**Run 1: clock wires, drivers and flops**

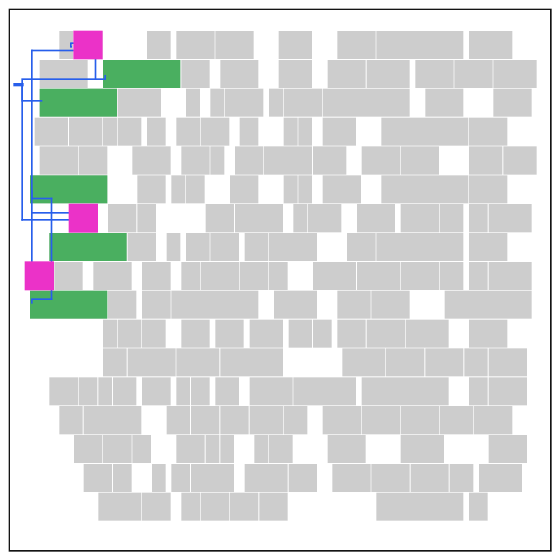
**Run 1: wiring heat map**

Scale bar: 20 um. 10 x 10 tiles, from dark purple (low) to yellow (high), scaled to the fullest tile. Values are wire area over tile area, all layers added.
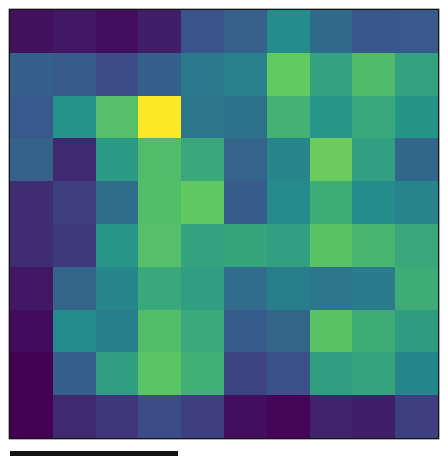
**Run 1: placed standard cells**

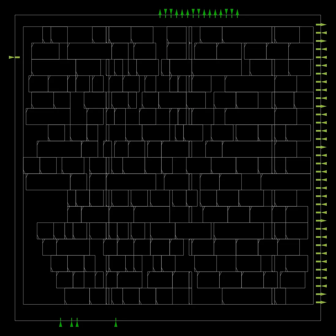
**Run 1: met1 routing**

Scale bar: 20 um. Supply wires on this layer in grey. Cells faint in the background.
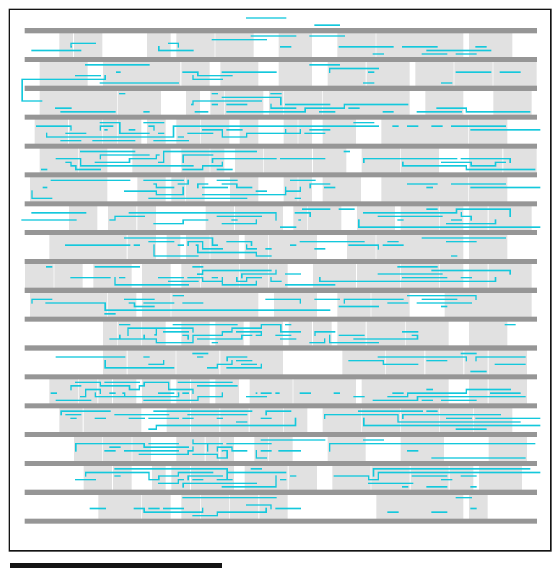
--- src/rtl/width_arb_pkg.sv ---
// Shared types and helpers for the round-robin width-adapter arbiter.
package width_arb_pkg;

  typedef enum logic {IDLE, LOCKED} arb_state_t;

  // $clog2 with a floor of 1 so that single-value ranges still get a real bit.
  function automatic int unsigned clog2_min1(input int unsigned v);
    return (v <= 32'd2) ? 32'd1 : $clog2(v);
  endfunction

endpackage

--- src/rtl/rr_pick.sv ---
// Combinational round-robin picker: first set req[] bit after 'last', wrapping modulo N.
module rr_pick
  import width_arb_pkg::*;
#(
  parameter int unsigned N = 4,
  localparam int unsigned ID_W = clog2_min1(N)
) (
  input  logic [N-1:0]    req,
  input  logic [ID_W-1:0] last,
  output logic [ID_W-1:0] idx,
  output logic            any
);

  int unsigned cand;

  always_comb begin
    idx  = last;
    any  = 1'b0;
    cand = 0;
    for (int unsigned k = 1; k <= N; k++) begin
      cand = (32'(last) + k) % N;
      if (!any && req[ID_W'(cand)]) begin
        any = 1'b1;
        idx = ID_W'(cand);
      end
    end
  end

endmodule

--- src/rtl/width_adapter_arbiter.sv ---
// Round-robin arbiter feeding a narrow-to-wide width adapter; grants are held for one full word.
// Optional per-requester completed-word counters enabled by `WIDTH_ARB_STATS_EN.
module width_adapter_arbiter
  import width_arb_pkg::*;
#(
  parameter int unsigned NUM_REQ  = 4,
  parameter int unsigned SIZE_IN  = 8,
  parameter int unsigned SIZE_OUT = 32,
  localparam int unsigned ID_W = clog2_min1(NUM_REQ)
) (
  input  logic                             clk,
  input  logic                             reset,
  input  logic [NUM_REQ-1:0]               req_valid,
  input  logic [NUM_REQ-1:0][SIZE_IN-1:0]  req_data,
  output logic [NUM_REQ-1:0]               req_ready,
  output logic                             out_valid,
  input  logic                             out_ready,
  output logic [SIZE_IN-1:0]               out_data,
  output logic [ID_W-1:0]                  out_id,
`ifdef WIDTH_ARB_STATS_EN
  input  logic                             stats_clear,
  output logic [NUM_REQ-1:0][15:0]         word_cnt,
`endif
  output logic                             out_last
);

  localparam int unsigned BEATS = SIZE_OUT / SIZE_IN;
  localparam int unsigned CNT_W = clog2_min1(BEATS);

  if ((SIZE_OUT % SIZE_IN) != 0 || SIZE_OUT < SIZE_IN) begin : g_size_check
    $error("width_adapter_arbiter: SIZE_OUT must be a non-zero multiple of SIZE_IN");
  end

  arb_state_t        state_q, state_d;
  logic [ID_W-1:0]   last_win_q, last_win_d;
  logic [CNT_W-1:0]  beat_cnt_q, beat_cnt_d;
  logic [ID_W-1:0]   pick_idx;
  logic              pick_any;
  logic [ID_W-1:0]   grant;
  logic              word_end;
  logic              xfer;

  rr_pick #(.N(NUM_REQ)) u_pick (
    .req  (req_valid),
    .last (last_win_q),
    .idx  (pick_idx),
    .any  (pick_any)
  );

  always_ff @(posedge clk) begin
    if (reset) begin
      state_q    <= IDLE;
      last_win_q <= ID_W'(NUM_REQ - 1);
      beat_cnt_q <= '0;
    end else begin
      state_q    <= state_d;
      last_win_q <= last_win_d;
      beat_cnt_q <= beat_cnt_d;
    end
  end

  // Grant mux, handshake outputs and next-state; all outputs forced low while in reset.
  always_comb begin
    state_d    = state_q;
    last_win_d = last_win_q;
    beat_cnt_d = beat_cnt_q;
    req_ready  = '0;
    grant      = last_win_q;

    if (state_q == IDLE && pick_any) grant = pick_idx;

    word_end  = (BEATS == 1) ? 1'b1 : (beat_cnt_q == CNT_W'(BEATS - 1));
    out_valid = !reset && req_valid[grant];
    out_data  = reset ? '0 : req_data[grant];
    out_id    = reset ? '0 : grant;
    out_last  = !reset && word_end;
    if (!reset && out_ready) req_ready[grant] = 1'b1;
    xfer = out_valid && out_ready;

    case (state_q)
      IDLE: begin
        if (xfer) begin
          last_win_d = grant;
          if (BEATS > 1) begin
            beat_cnt_d = CNT_W'(1);
            state_d    = LOCKED;
          end
        end
      end
      LOCKED: begin
        if (xfer) begin
          if (word_end) begin
            beat_cnt_d = '0;
            state_d    = IDLE;
          end else begin
            beat_cnt_d = beat_cnt_q + CNT_W'(1);
          end
        end
      end
      default: state_d = IDLE;
    endcase
  end

`ifdef WIDTH_ARB_STATS_EN
  // Saturating count of completed words per requester; clear beats a same-cycle increment.
  always_ff @(posedge clk) begin
    if (reset || stats_clear) begin
      word_cnt <= '0;
    end else if (xfer && out_last && word_cnt[grant] != 16'hFFFF) begin
      word_cnt[grant] <= word_cnt[grant] + 16'd1;
    end
  end
`endif

endmodule

--- config.mk ---
export PLATFORM = sky130hd
export DESIGN_NAME = width_adapter_arbiter
export DESIGN_NICKNAME = d
export VERILOG_FILES = /design/src/rtl/width_arb_pkg.sv /design/src/rtl/rr_pick.sv /design/src/rtl/width_adapter_arbiter.sv
export SDC_FILE = /design/constraint.sdc
export NUM_CORES = 1
export LEC_CHECK = 0
export CORE_UTILIZATION = 35
export CTS_CLUSTER_DIAMETER = 60
export DETAILED_ROUTE_END_ITERATION = 8
export MAX_ROUTING_LAYER = met4
export PLACE_DENSITY_LB_ADDON = 0.12
export RECOVER_POWER = 25
export SYNTH_ARGS = -nofsm -noshare
export SYNTH_HDL_FRONTEND = slang
export SYNTH_SLANG_ARGS = --single-unit
--- constraint.sdc ---
create_clock -name clk -period 3.3 [get_ports clk]
set_input_delay 0.66 -clock clk [delete_from_list [all_inputs] [get_ports clk]]
set_output_delay 0.66 -clock clk [all_outputs]
set_load 0.005 [all_outputs]
==> results.py, run 1 <==
# Physical implementation metrics
metrics = {
    "outcome": {
        "status": "finished with violations",
        "failed_checks": "negative setup slack",
    },
    "timing": {
        "rsz0062_at_grt": "true",
        "setup_viol": 6,
        "fin_ws_ns": -0.0909,
        "slew_viol_final": 0,
        "timing.fmax_ghz": 0.295,
    },
    "critical_path": {
        "crit_arrival_ns": 2.73,
        "cp.required_ns": 2.64,
        "startpoint_type": "input pin",
        "path_max_fanout": 5,
        "crit_path_end_kind": "primary output",
    },
    "finish": {
        "stdcell_count": 213,
        "fin_nets": 226,
        "regArea_um2": 100,
        "area_delta_synth_final_pct": 105,
        "final-comb-area_um2": 746,
    },
    "synthesis": {
        "synth_cell_types": 40,
        "synthesis.nets": 139,
        "yosys_cells": 99,
        "largest_area_cell": "mux4_2",
        "synth_area_um2": 837,
    },
    "power": {
        "p_leak_nw": 0.777,
        "vdd_ir_drop_max_mv": 0.515,
    },
    "global_route": {
        "track_usage_pct": 25.7,
        "first_global_vias": 1145,
        "grt-ovfl-total": 0,
    },
    "cts": {
        "hold_buffers": 0,
        "cts_tree": "built",
        "clk_latency_ns": 0.24,
        "clk_pin_slew_ns": 0.04,
        "cts.path.max_buffers": 2,
        "clkSinkCount": 5,
    },
    "placed_design": {
        "portBuffers": 54,
        "pre_cts_slack_ns": -0.784,
    },
    "floorplan": {
        "die_w_um": 50.9,
        "fp.dieH_um": 50.9,
        "num_rows": 17,
    },
    "routing": {
        "via_count": 1097,
        "viasPerCell": 5.15,
        "drt_iter0_markers": 17,
        "firstDrtPassIters": 4,
        "wire_per_inst_um": 14.4,
        "postRouteAntennaNets": 0,
    },
    "run": {
        "warnings": 28,
        "cap_violations": 0,
    },
}
Back to the opening pictures, 'clock wires, drivers and flops':
legend:
  clock wires:
    colour: blue
    length: 81.4 um
  clock-net drivers:
    colour: magenta
    count: 3
  flip-flops:
    colour: green
    count: 5
routed clock nets: 4
clock share of power: 5.5%
Power Clock: 69.0 uW

Back to the opening pictures, 'wiring heat map':
fullest tile: 0.46
tiles over half the peak: 40%
emptiest ninth of the die: bottom left
nearly empty tiles: 3.0%
mean over tiles: 0.19

Back to the opening pictures, 'placed standard cells':
CORE AREA: 2230 um^2
Seq cells: 5

Back to the opening pictures, 'met1 routing':
longest straight run: 21.2 um
wire length on this layer: 1330 um

[run 1: registers in the layout (all words and copies together) (netlist names)]
register / count
beat_cnt_q: 2
last_win_q: 2
state_q: 1
[run 1: where the power goes]
| group | internal, mW | switching [mW] |
|---|---|---|
| clock network | 0.0456 | 0.0234 |
| registers | 0.0812 | 0.0274 |
| logic | 0.673 | 0.406 |
[run 1: stage by stage]
| step | util, % | instance area (um^2) |
|---|---|---|
| after detailed placement | 70.9 | 1580 |
| after floorplan | - | 837 |
| after global placement | 70.9 | 1580 |
| after CTS | 73.9 | 1650 |
| final | 76.8 | 1710 |
| after global routing | 76.8 | 1710 |
[run 1: worst paths after layout]
check                     start            end  slack [ns]  cells after the start
hold reg to reg   beat_cnt_q[1]  beat_cnt_q[1]        0.46                      2
setup / recovery   req_valid[3]    out_data[2]       -0.09                     11
hold / removal    beat_cnt_q[1]  beat_cnt_q[1]        0.46                      2
setup reg to reg  last_win_q[0]  beat_cnt_q[0]        0.91                      9
[run 1: worst max-delay path: stages]
cell and delay [ns]:
buf_8 0.10, nand2b_1 0.11, a21oi_1 0.11, a221o_2 0.45
nor2_4 0.14, xnor2_2 0.13, buf_6 0.16, buf_6 0.10
mux4_2 0.50, and2_4 0.18, buf_6 0.11
[run 1: metal layers]
layer | global-route usage [%] | part of all wire, % | vias up
met4 | 9.72 | 1.1 | 0
met2 | 44.5 | 48 | 45
met5 | - | 0 | -
met1 | 28.9 | 43 | 496
met3 | 5.06 | 7.1 | 4
li1 | - | - | 552
[run 1: cells by family after synthesis]
logic type	Yosys count	share of synthesized area (%)
buffers and inverters	9	5.53
adders and majority gates	1	1.49
xor gates and xnor gates	1	1.94
and+or+nand+nor	44	28.6
muxes	11	25.9
DFF	5	12.0
AOI/OAI and AO/OA	28	24.7
[run 1: what timing repair did]
| item | CTS | global route |
|---|---|---|
| setup buffers | 6 | 0 |
| gates resized | 68 | 17 |
| gates cloned | 0 | 0 |
| endpoints found under the setup margin | 15 | 9 |
| pin swaps | 5 | 5 |
[run 1: cell usage in the layout (no fill, tap or decap), drive strengths merged]
master,instances
clkbuf,5
a21oi,3
or3,1
o21ai,5
nand3b,1
a221o,1
a211oi,3
a221oi,1
dfxtp,5
o41ai,1
or3b,1
mux4,8
nand3,3
a31oi,1
o21a,1
o211ai,1
clkdlybuf4s50,36
nor2b,5
mux2i,1
dlygate4sd2,5
o211a,3
nor2,12
xnor2,1
a22oi,2
ha,1
o311a,1
o22ai,1
buf,44
a21o,1
a21boi,1
and2,9
nand2b,6
o2111ai,1
dlymetal6s2s,1
nor3,1
nand2,5
a32oi,1
mux2,2
inv,4
[run 1: final cells by class]
class / count / area share, %
clock buffer: 4 / 1.53
inverter: 4 / 0.876
multi-input combinational: 85 / 43.5
sequential: 5 / 5.84
tap: 28 / 2.04
timing repair buffer: 87 / 46.2
--- run 2 (diff from run 1) ---
--- a/config.mk
+++ b/config.mk
@@ -8,6 +8,7 @@
 export CORE_UTILIZATION = 35
 export CTS_CLUSTER_DIAMETER = 60
 export DETAILED_ROUTE_END_ITERATION = 8
+export GPL_TIMING_DRIVEN = 0
 export MAX_ROUTING_LAYER = met4
 export PLACE_DENSITY_LB_ADDON = 0.12
 export RECOVER_POWER = 25
**Run 2: met1 routing**

Scale bar: 20 um. Supply wires on this layer in grey. Cells faint in the background.
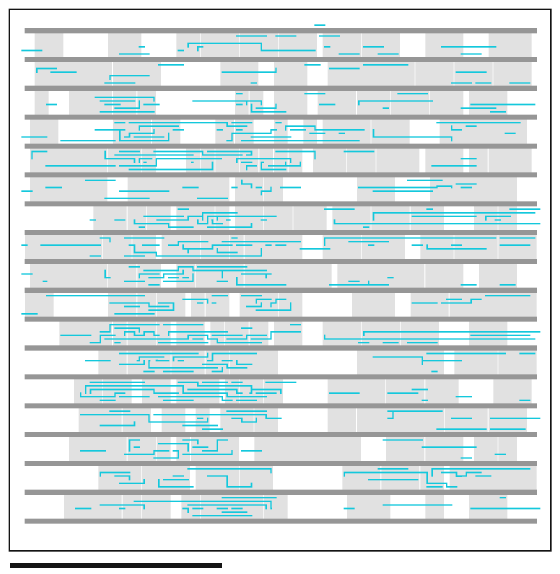
share of all routed wire: 38%
wire length on this layer: 1130 um
longest straight run: 19.8 um

==> run 2 against run 1 <==
- first-iteration DRC count up 82%
- synthesized area is the same
- synthesized cell count stayed put
- setup slack improved by 0.029 ns
- wire length is 4.1% lower
- sequential share of layout area about the same
- critical path type unchanged
- die area is the same
- the flow still finishes with violations (negative setup slack)
- global-route usage shrank 2.8 points
- largest cell class is now combinational gates
- non-clock buffer count fell by 9
==> results.py, run 2 <==
# Physical implementation metrics
metrics = {
    "power": {
        "p_leak_nw": 0.752,
        "pwr-share-clk_pct": 5.4,
        "switching_share_pct": 37.4,
        "vdd_ir_drop_max_mv": 0.604,
        "pwr-share-seq_pct": 8.1,
        "power.internal_uw": 777,
    },
    "routing": {
        "highest_layer": "met4",
        "wire_per_inst_um": 14.4,
        "firstDrtPassIters": 4,
        "via_count": 1109,
    },
    "timing": {
        "rsz0062_at_grt": "true",
        "fin_ws_ns": -0.0617,
        "setup_viol": 4,
        "slew_viol_final": 0,
    },
    "critical_path": {
        "crit_path_end_kind": "primary output",
        "reg2reg_depth": 13,
        "path_max_fanout": 6,
        "rr_startpoint": "last_win_q[1]",
    },
    "floorplan": {
        "num_rows": 17,
        "fp.dieH_um": 50.9,
    },
    "placed_design": {
        "portBuffers": 54,
    },
    "synthesis": {
        "synth_cell_types": 40,
        "yosys_cells": 99,
        "synthesis.nets": 139,
    },
    "finish": {
        "lay_top_count": "clkdlybuf4s50_1",
        "reg_top3": "beat_cnt_q x2, last_win_q x2, state_q x1",
        "most-common-layout-cells": "35 x clkdlybuf4s50_1, 15 x buf_4, 9 x nor2_1, 9 x buf_6, 8 x mux4_2",
    },
    "run": {
        "cap_violations": 0,
        "warnings": 28,
    },
    "outcome": {
        "failed_checks": "negative setup slack",
        "status": "finished with violations",
    },
    "global_route": {
        "grt-ovfl-total": 0,
    },
    "hold_path": {
        "min_to": "beat_cnt_q[1]",
        "whs_path_depth": 2,
    },
    "cts": {
        "cts.path.max_buffers": 2,
        "hold_buffers": 0,
        "clk_pin_slew_ns": 0.04,
    },
}
[run 2: cell counts after synthesis]
No cell type changed its count.
[run 2: through the flow]
step	util (%)	setup slack, ns
after floorplan	-	0.209
after global placement	63.2	-0.999
after detailed placement	63.2	-1.02
after CTS	72.8	-0.125
after global routing	76.2	-0.128
final	76.2	-0.0617
[run 2: power groups by stage]
stage               Sequential (mW)  Clock [mW]  Combinational [mW]
CTS                          0.0983      0.0713               0.981
global route                  0.103      0.0717                1.15
detailed placement           0.0967           0               0.783
floorplan                    0.0927           0               0.519
global placement             0.0969           0               0.772
finish                        0.101      0.0677                1.07
[run 2: worst max-delay path by stage]
stage	to	slack [ns]	cells after the start
floorplan	out_data[1]	0.21	8
global placement	out_data[6]	-1.0	10
detailed placement	out_data[2]	-1.02	10
CTS	out_data[0]	-0.12	10
global route	out_data[3]	-0.13	11
finish	out_data[2]	-0.06	11
[run 2: cells by family (layout without fill, tap and decap cells)]
kind of cell | Yosys count | in the layout | synth area share [%]
AND-OR/OR-AND | 28 | 28 | 24.7
XOR/XNOR | 1 | 1 | 1.94
flip-flops | 5 | 5 | 12.0
multiplexers | 11 | 11 | 25.9
adder cells (fa/ha/maj) | 1 | 1 | 1.49
AND/OR/NAND/NOR | 44 | 44 | 28.6
buffers and inverters | 9 | 86 | 5.53
[run 2: final cells by class]
type | count | area (um^2) | area share [%]
multi-input cells | 85 | 810 | 47.5
repair buffers | 73 | 679 | 39.9
flip-flops and latches | 5 | 100 | 5.88
plain buffers | 5 | 37.5 | 2.20
well taps | 28 | 35.0 | 2.06
clock buffers | 4 | 26.3 | 1.54
inverters | 4 | 15.0 | 0.882
[run 2: routing by layer]
layer	global-route usage (%)	vias up
met5	-	-
met4	12.0	0
met3	5.65	4
met2	41.9	47
met1	21.8	524
li1	-	534
[run 2: worst max-delay path, cell delays in order]
cell,delay [ns]
buf_8,0.10
or3b_4,0.36
a21boi_2,0.15
a221o_2,0.17
nor2_4,0.06
xnor2_4,0.18
buf_8,0.16
buf_6,0.10
mux4_2,0.48
and2_4,0.17
buf_6,0.11
[run 2: timing repair]
action                                  in CTS  in global routing
buffers inserted                            16                  3
hold endpoints to repair                     0                  0
pin swaps                                    7                 10
endpoints found under the setup margin      15                 10
resized                                     79                 23
Power figures rest on the tool's default switching activity, not on a simulated workload.
